==> config.mk <==
export PLATFORM = sky130hd
export DESIGN_NAME = uart_tx_fifo
export DESIGN_NICKNAME = d
export VERILOG_FILES = /design/src/rtl/uart_tx_fifo.sv
export SDC_FILE = /design/constraint.sdc
export NUM_CORES = 1
export LEC_CHECK = 0
export ABC_AREA = 1
export CAP_MARGIN = 20
export CORE_MARGIN = 3
export CORE_UTILIZATION = 40
export DETAILED_ROUTE_END_ITERATION = 12
export SLEW_MARGIN = 40
export SYNTH_ARGS = -nofsm -noshare
export SYNTH_HDL_FRONTEND = slang
export SYNTH_SLANG_ARGS = --single-unit
==> constraint.sdc <==
create_clock -name clk -period 7.2 [get_ports clk]
set_input_delay 1.44 -clock clk [delete_from_list [all_inputs] [get_ports clk]]
set_output_delay 1.44 -clock clk [all_outputs]
set_load 0.01 [all_outputs]
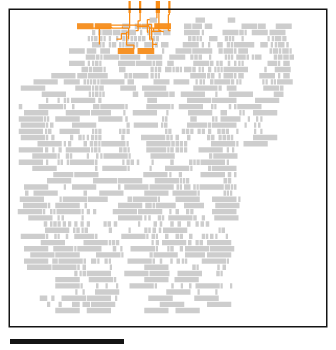
Figure 1: nets reached from selected ports.
The bar under the picture is 50 um long.
Orange is `fifo_count`, bits 5, direction output, end cells 5, buffers 5, wire 156 um.
I/O pin total: 20
Port Buffers: 19

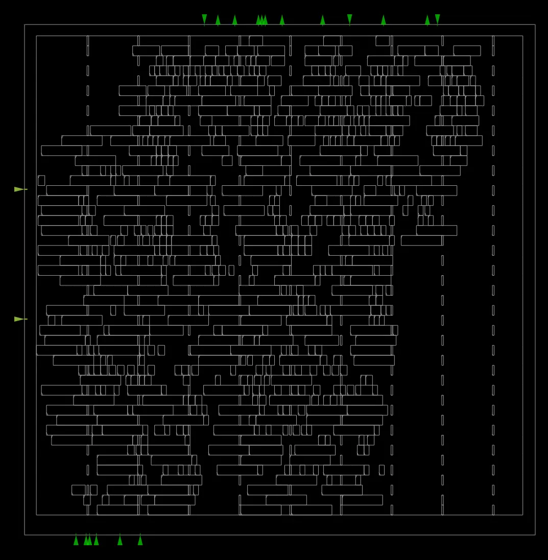
Figure 2: placed standard cells.
sequential cell count: 167
tap cells: 225
fraction of area in registers: 59.0%
Final Core Density: 46.1%
Finished Layout Cells: 905

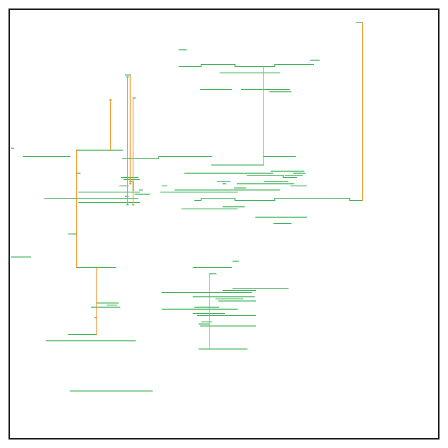
Figure 3: metal layers overlaid.
Only two layers are drawn.
Orange is M4, wire length 302 um. Green is M3, wire length 882 um.
via count: 4774
GRT Total Usage: 17.2%
Routed WL: 16.2 mm
post-DR wirelength/cell: 17.9 um

==> impl_metrics.json <==
{
  "outcome": "complete, no violations",
  "cellPowerDensity_nw_per_um2": 358,
  "std_cell_rows": 48,
  "dpl.hpwl_mm": 10.5,
  "pwr-share-clk_pct": 29.7,
  "placed_cells": 873,
  "yosys_warnings": 0,
  "power_combinational_w": 0.000818,
  "fmax_mhz": 306,
  "syn_area_per_cell_um2": 10.9,
  "critPathMostFrequentCell": "inv_1",
  "cts-root-buf": "clkbuf_16",
  "mux_area_share_pct": 0,
  "hold-path-cell-count": 1,
  "cp_num_cells": 4,
  "nets": 699,
  "warnings": 35,
  "die_w_um": 139,
  "wl_met2_mm": 8.01,
  "crit_family": "buffers and inverters",
  "dieArea_um2": 19300,
  "grt_pass1_vias": 4587,
  "adder_share_pct": 3.81,
  "die_h_um": 139,
  "drv_slew": 0,
  "layout.cells.most_common": "nand2_1",
  "seqCellArea_um2": 4710,
  "htreeDepth": 4,
  "synth_area_um2": 7080,
  "logic_family": "simple AND/OR/NAND/NOR gates",
  "netlist_instances": 652,
  "hold_buffers": 0,
  "syn_nets": 684,
  "switching_share_pct": 34.1,
  "finalSetupTns_ns": 0,
  "drtIter0Drc": 363,
  "cp.arrival_ns": 1.83,
  "vdd_drop_max_v": 0.000176,
  "cp_max_fo": 5,
  "num_antenna_cells": 0,
  "clock-sinks": 167,
  "combGateArea_um2": 2090,
  "power_switching_w": 0.000973,
  "rsz0062_at_grt": "no",
  "final-hold-violation-count": 0,
  "worst-setup-path-type": "reg2out",
  "fin_crit_ns": 3.27,
  "p_int_w": 0.00188,
  "gp_congestion": 0.868,
  "r2r_cells": 14,
  "firstDrtPassIters": 5,
  "clock_latency_ns": 0.43,
  "critPathRequiredTime_ns": 5.76,
  "simple_gate_share_pct": 21.6,
  "m1WireLength_mm": 6.99,
  "grt_max_degree": 68,
  "drive_gt1_share_pct": 7.50,
  "startpoint_type": "flop",
  "min_period_over_period_pct": 45.4,
  "grt_antenna_before_repair": 0,
  "power.group.top": "registers",
  "core_um2": 17300,
  "drv_cap": 0,
  "tightest_slew_ns": 0.815,
  "area_growth_pct": 12.5,
  "synth_flops": 167,
  "slew_headroom_pct": 45.5,
  "drc_errors": 0,
  "cts_buffers": 17,
  "slowest_stage": "clkdlybuf4s50_1",
  "leakage_nw": 2.97
}
[final cells by class]
cell class | instances | share of cell area, %
Sequential cell | 167 | 59.0
Inverter | 41 | 2.02
Multi-Input combinational cell | 419 | 26.2
Clock buffer | 17 | 5.34
Timing Repair Buffer | 21 | 2.26
Clock inverter | 15 | 1.59
Tap cell | 225 | 3.53
[synth_stat cells]
cell type	count	area, um^2
a21oi_1	15	75.1
buf_1	2	7.51
buf_2	13	65.1
buf_4	5	37.5
clkbuf_1	5	18.8
clkinv_4	1	8.76
dfxtp_1	31	621
edfxtp_1	136	4080
fa_1	1	20.0
ha_1	20	250
inv_1	38	143
inv_2	2	7.51
nand2_1	162	608
nand2_2	4	25.0
nand2_4	1	11.3
nand3_1	126	631
nand3_2	1	10.0
nand3b_1	2	15.0
nand4_1	1	6.26
nor2_1	51	191
nor2_2	2	12.5
nor2_8	1	20.0
o211a_1	1	10.0
o211ai_1	3	22.5
o21ai_0	16	80.1
o21ai_2	1	8.76
o21bai_1	1	7.51
o221ai_1	1	8.76
xnor2_1	3	26.3
xor2_1	6	52.6
[per-stage QoR]
| stage | util (%) | setup slack [ns] | cell area, um^2 | power, W | hold slack (ns) |
|---|---|---|---|---|---|
| after floorplan | - | 4.37 | 7080 | 0.00179 | 0.430 |
| after global placement | 43.0 | 3.80 | 7440 | 0.00201 | 0.439 |
| after detailed placement | 43.0 | 3.77 | 7440 | 0.00203 | 0.447 |
| after CTS | 46.2 | 3.89 | 7990 | 0.00287 | 0.463 |
| after global routing | 46.1 | 3.83 | 7970 | 0.00303 | 0.485 |
| final | 46.1 | 3.93 | 7970 | 0.00285 | 0.459 |
[layer usage]
metal  GRT usage [%]  vias up
met5               0        -
met4            6.39        0
met3            3.52       22
met2            28.3      141
met1            22.6     2338
li1                -     2273
Power and IR drop assume default switching activity.
